File: config.mk
export PLATFORM = sky130hd
export DESIGN_NAME = alu_seq_flat
export DESIGN_NICKNAME = d
export VERILOG_FILES = /design/src/rtl/alu_seq_if.sv /design/src/rtl/alu_seq.sv /design/src/flat_wrapper.sv
export SDC_FILE = /design/constraint.sdc
export NUM_CORES = 1
export LEC_CHECK = 0
export CAP_MARGIN = 25
export CORE_MARGIN = 10
export CORE_UTILIZATION = 54
export CTS_CLUSTER_DIAMETER = 200
export DETAILED_ROUTE_END_ITERATION = 10
export PLACE_DENSITY = 0.79
export REMOVE_ABC_BUFFERS = 1
export SYNTH_ARGS = -nofsm -noshare
export SYNTH_HDL_FRONTEND = slang
export SYNTH_SLANG_ARGS = --single-unit
File: constraint.sdc
create_clock -name Clock -period 3.75 [get_ports Clock]
set_input_delay 0.375 -clock Clock [delete_from_list [all_inputs] [get_ports Clock]]
set_output_delay 0.375 -clock Clock [all_outputs]
set_load 0.02 [all_outputs]
File: src/rtl/alu_seq_if.sv
// Handshake and operand bus between the control unit and alu_seq.
// The control unit takes the master side; the ALU takes the slave side.
interface alu_seq_if #(
   parameter int WIDTH = 32,
   parameter int SHW   = $clog2(WIDTH)
);
   logic             InValid;
   logic             InReady;
   logic [4:0]       FunSel;
   logic [WIDTH-1:0] A;
   logic [WIDTH-1:0] B;
   logic [SHW-1:0]   ShAmt;
   logic             WF;
   logic             OutValid;
   logic             OutReady;
   logic [WIDTH-1:0] ALUOut;
   logic [3:0]       FlagsOut;

   modport master (
      output InValid, FunSel, A, B, ShAmt, WF, OutReady,
      input  InReady, OutValid, ALUOut, FlagsOut
   );

   modport slave (
      input  InValid, FunSel, A, B, ShAmt, WF, OutReady,
      output InReady, OutValid, ALUOut, FlagsOut
   );
endinterface

File: src/rtl/alu_seq.sv
// Handshaked ALU with registered result/flags {Z,C,N,O}; shifts and rotates
// advance one bit per cycle.
//
//   state   | meaning
//   --------+-----------------------------------------------------------
//   S_IDLE  | ready; accepts an op, computes non-shift ops on that edge
//   S_SHIFT | stepping the working register one bit per edge
//   S_DONE  | result valid, held until the consumer takes it
module alu_seq #(
   parameter int WIDTH = 32,
   parameter int SHW   = $clog2(WIDTH)
) (
   input logic     Clock,
   input logic     Reset,
   alu_seq_if.slave bus
);
   localparam int HALF = WIDTH / 2;

   localparam logic [1:0] S_IDLE  = 2'd0;
   localparam logic [1:0] S_SHIFT = 2'd1;
   localparam logic [1:0] S_DONE  = 2'd2;

   localparam logic [WIDTH-1:0] MASK_FULL = '1;
   localparam logic [WIDTH-1:0] MASK_HALF = {{HALF{1'b0}}, {HALF{1'b1}}};
   localparam logic [WIDTH-1:0] TOP_FULL  = {1'b1, {(WIDTH-1){1'b0}}};
   localparam logic [WIDTH-1:0] TOP_HALF  = {{HALF{1'b0}}, 1'b1, {(HALF-1){1'b0}}};

   logic [1:0]       state;
   logic [3:0]       code_q;
   logic             full_q;
   logic             wf_q;
   logic [WIDTH-1:0] work;
   logic [SHW-1:0]   cnt;
   logic [WIDTH-1:0] alu_out;
   logic [3:0]       flags;

   function automatic logic msb_of(input logic [WIDTH-1:0] v, input logic full);
      return full ? v[WIDTH-1] : v[HALF-1];
   endfunction

   logic             in_full;
   logic [3:0]       in_code;
   logic [WIDTH-1:0] in_mask;
   logic [WIDTH-1:0] a_m;
   logic [WIDTH-1:0] b_m;
   logic             in_shift;

   assign in_full  = bus.FunSel[4];
   assign in_code  = bus.FunSel[3:0];
   assign in_mask  = in_full ? MASK_FULL : MASK_HALF;
   assign a_m      = bus.A & in_mask;
   assign b_m      = bus.B & in_mask;
   assign in_shift = (in_code >= 4'd11);

   logic [WIDTH:0]   sum;
   logic [WIDTH-1:0] op_res;
   logic             op_c;
   logic             op_o;

   always_comb begin
      sum    = '0;
      op_res = '0;
      op_c   = flags[2];
      op_o   = flags[0];
      case (in_code)
         4'd0:  op_res = a_m;
         4'd1:  op_res = b_m;
         4'd2:  op_res = ~a_m & in_mask;
         4'd3:  op_res = ~b_m & in_mask;
         4'd4, 4'd5: begin
            sum    = {1'b0, a_m} + {1'b0, b_m}
                   + {{WIDTH{1'b0}}, (in_code == 4'd5) ? flags[2] : 1'b0};
            op_res = sum[WIDTH-1:0] & in_mask;
            op_c   = in_full ? sum[WIDTH] : sum[HALF];
            op_o   = (msb_of(a_m, in_full) == msb_of(b_m, in_full)) &&
                     (msb_of(op_res, in_full) != msb_of(a_m, in_full));
         end
         4'd6: begin
            op_res = (a_m - b_m) & in_mask;
            op_c   = (a_m >= b_m);
            op_o   = (msb_of(a_m, in_full) != msb_of(b_m, in_full)) &&
                     (msb_of(op_res, in_full) != msb_of(a_m, in_full));
         end
         4'd7:  op_res = a_m & b_m;
         4'd8:  op_res = a_m | b_m;
         4'd9:  op_res = a_m ^ b_m;
         4'd10: op_res = ~(a_m & b_m) & in_mask;
         default: op_res = '0;
      endcase
   end

   // One-bit step of the working register within the captured active width.
   logic [WIDTH-1:0] mask_q;
   logic [WIDTH-1:0] top_q;
   logic             w_msb;
   logic [WIDTH-1:0] step_res;
   logic             step_out;

   assign mask_q = full_q ? MASK_FULL : MASK_HALF;
   assign top_q  = full_q ? TOP_FULL : TOP_HALF;
   assign w_msb  = msb_of(work, full_q);

   always_comb begin
      step_res = '0;
      step_out = 1'b0;
      case (code_q)
         4'd11: begin
            step_res = (work << 1) & mask_q;
            step_out = w_msb;
         end
         4'd12: begin
            step_res = work >> 1;
            step_out = work[0];
         end
         4'd13: begin
            step_res = (work >> 1) | (w_msb ? top_q : '0);
            step_out = work[0];
         end
         4'd14: begin
            step_res = ((work << 1) | {{(WIDTH-1){1'b0}}, w_msb}) & mask_q;
            step_out = w_msb;
         end
         default: begin
            step_res = (work >> 1) | (work[0] ? top_q : '0);
            step_out = work[0];
         end
      endcase
   end

   always_ff @(posedge Clock or negedge Reset) begin
      if (!Reset) begin
         state   <= S_IDLE;
         code_q  <= '0;
         full_q  <= 1'b0;
         wf_q    <= 1'b0;
         work    <= '0;
         cnt     <= '0;
         alu_out <= '0;
         flags   <= '0;
      end else begin
         case (state)
            S_IDLE: begin
               if (bus.InValid) begin
                  code_q <= in_code;
                  full_q <= in_full;
                  wf_q   <= bus.WF;
                  if (in_shift) begin
                     work  <= a_m;
                     cnt   <= (bus.ShAmt == '0) ? SHW'(1) : bus.ShAmt;
                     state <= S_SHIFT;
                  end else begin
                     alu_out <= op_res;
                     if (bus.WF)
                        flags <= {(op_res == '0), op_c, msb_of(op_res, in_full), op_o};
                     state <= S_DONE;
                  end
               end
            end
            S_SHIFT: begin
               work <= step_res;
               if (cnt == SHW'(1)) begin
                  alu_out <= step_res;
                  if (wf_q)
                     flags <= {(step_res == '0), step_out, msb_of(step_res, full_q), flags[0]};
                  state <= S_DONE;
               end else begin
                  cnt <= cnt - SHW'(1);
               end
            end
            S_DONE: begin
               if (bus.OutReady)
                  state <= S_IDLE;
            end
            default: state <= S_IDLE;
         endcase
      end
   end

   assign bus.InReady  = (state == S_IDLE);
   assign bus.OutValid = (state == S_DONE);
   assign bus.ALUOut   = alu_out;
   assign bus.FlagsOut = flags;
endmodule

File: src/flat_wrapper.sv
// flat-port wrapper written by rule: the top's interface ports become plain ports
module alu_seq_flat 
#(
   parameter int WIDTH = 32,
   parameter int SHW   = $clog2(WIDTH)
)
  (Clock, Reset, bus_InValid, bus_FunSel, bus_A, bus_B, bus_ShAmt, bus_WF, bus_OutReady, bus_InReady, bus_OutValid, bus_ALUOut, bus_FlagsOut);
  alu_seq_if #(.WIDTH(WIDTH), .SHW(SHW)) bus_i ();
  input logic Clock;
  input logic Reset;
  input wire logic [$bits(bus_i.InValid)-1:0] bus_InValid;
  input wire logic [$bits(bus_i.FunSel)-1:0] bus_FunSel;
  input wire logic [$bits(bus_i.A)-1:0] bus_A;
  input wire logic [$bits(bus_i.B)-1:0] bus_B;
  input wire logic [$bits(bus_i.ShAmt)-1:0] bus_ShAmt;
  input wire logic [$bits(bus_i.WF)-1:0] bus_WF;
  input wire logic [$bits(bus_i.OutReady)-1:0] bus_OutReady;
  output wire logic [$bits(bus_i.InReady)-1:0] bus_InReady;
  output wire logic [$bits(bus_i.OutValid)-1:0] bus_OutValid;
  output wire logic [$bits(bus_i.ALUOut)-1:0] bus_ALUOut;
  output wire logic [$bits(bus_i.FlagsOut)-1:0] bus_FlagsOut;
  assign bus_i.InValid = bus_InValid;
  assign bus_i.FunSel = bus_FunSel;
  assign bus_i.A = bus_A;
  assign bus_i.B = bus_B;
  assign bus_i.ShAmt = bus_ShAmt;
  assign bus_i.WF = bus_WF;
  assign bus_i.OutReady = bus_OutReady;
  assign bus_InReady = bus_i.InReady;
  assign bus_OutValid = bus_i.OutValid;
  assign bus_ALUOut = bus_i.ALUOut;
  assign bus_FlagsOut = bus_i.FlagsOut;
  alu_seq #(.WIDTH(WIDTH), .SHW(SHW)) u_core (.Clock(Clock), .Reset(Reset), .bus(bus_i));
endmodule
**Cell placement**

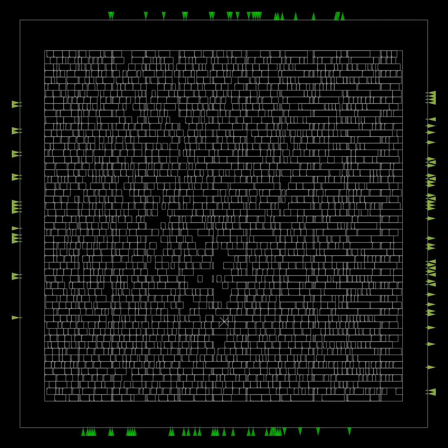
final core area utilization: 81.2%
number of inserted filler cells in the final layout: 1449
Row Count: 53
flip-flops: 81

**Logic cells by family**

The bar under the picture is 50 um long.
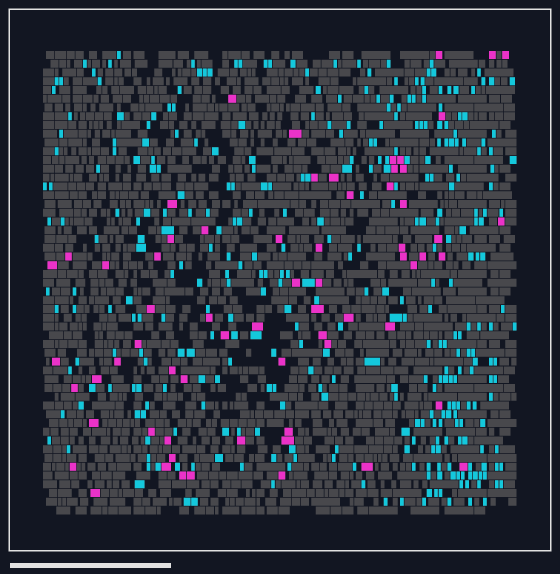
cyan -> NAND gates  # cells 350, most used nand2_1, where widely spread
magenta -> AND and OR gates  # cells 66, most used and3_1

==> reports/metrics.cfg <==
[run_status]
status = complete, but fails checks
violations_in_the_final_reports = design-rule violations, negative setup slack

[yosys]
common_cells = 255 x nand2_1, 153 x o21ai_0, 128 x nor2_1
ys_seq_share_pct = 17.2
ys_cells = 1688
post_synth_instance_area_um2 = 11800
adder_cell_share_of_the_synthesized_area_pct = 10.9
synth_largest_type_area_fraction_pct = 17.2
ys.flop_type = dfrtp_1
yosysUniqueCellTypes = 87
aoi_share_pct = 32.4
synth.avg_cell_area_um2 = 6.97
synth.cellmix.simpleShare_pct = 25.3
synth-seq-cells = 81
netlist_top_cells_area = dfrtp_1 17%, ha_1 10%, nand2_1 8.1%, o21ai_0 6.5%, a21oi_1 5.0%

[floorplanning]
coreArea_um2 = 21200
tap-cell-count = 275
io_pins = 117
die_boundary_width_um = 168

[final_timing]
timing.max_slew.rel_slack_pct = 33.4
fin_crit_ps = 3970
finalCritPeriodShare_pct = 106
setup_violations = 3
timing.final.hold_violations = 0
rsz0062_at_grt = yes
layout_setup_ws_ps = -225

[place]
io_buffers = 116
gpl.final_weighted_congestion = 1.12

[routing]
routed_antenna_nets = 0
wl_per_cell_um = 23.5
detail_route.first_pass.iterations = 11
drt-vias-per-instance = 6.67
wl_met2_um = 25000
drc = 1
routed_wl_um = 57100

[setup_path]
path_depth = 17
critical_path.endpoint = u_core.bus.FlagsOut[3]
worst_setup_path_end_kind = flop
critPathTopFamily = simple AND/OR/NAND/NOR gates
worst-setup-path-type = flop to flop
crit_slowest_cell = or4_1

[final_layout]
largestClassByArea = combinational gates
logic_gate_count = 1376
comb_area_um2 = 9440

[pwr]
p_per_area_nw_per_um2 = 423
leakage_uw = 0.00808
internal-power_uw = 3690
pg_seq_uw = 1760
clockNetworkPower_uw = 829
vdd_drop_max_uv = 308

[global_routing]
global_route.usage.met2_pct = 58.6
largest_net_degree_at_the_start_of_global_routing = 61
grt_usage_pct = 37.4
global_route.usage.met3_pct = 10.0

[clocking]
cts.sinks = 81
depth_of_the_cts_h_tree = 3
number_of_hold_repair_buffers_added_at_the_cts_stage = 0

[job]
maxCapViolCount = 0
tool_warnings = 92

**Cell density map**

The die is cut into 17 by 17 equal tiles; black is low, pale yellow is high, 0 to 100% covered.
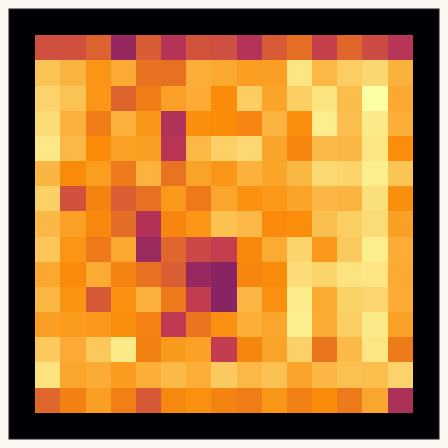
nearly empty tiles = 22%
tiles over 75% full = 52%
fullest tile = 100%

==> per-stage QoR <==
| step | instance area, um^2 | hold slack [ps] | setup WS, ps | total power (uW) | std cells |
|---|---|---|---|---|---|
| detailed placement | 16100 | 464 | -958 | 5910 | 2397 |
| global route | 17200 | 167 | -390 | 7640 | 2430 |
| floorplan | 11200 | 79.4 | -821 | 3860 | 1562 |
| CTS | 16800 | 135 | -128 | 6880 | 2423 |
| finish | 17200 | 101 | -225 | 7280 | 2433 |
| global placement | 16100 | 451 | -829 | 5770 | 2397 |
==> repair_timing <==
| item | 4_1_cts | 5_1_grt |
|---|---|---|
| endpoints found under the setup margin | 19 | 19 |
| setup buffers | 11 | 6 |
| resized | 67 | 86 |
| pin swaps | 36 | 33 |
No activity file was given, so power comes from the tool's default toggle rates.
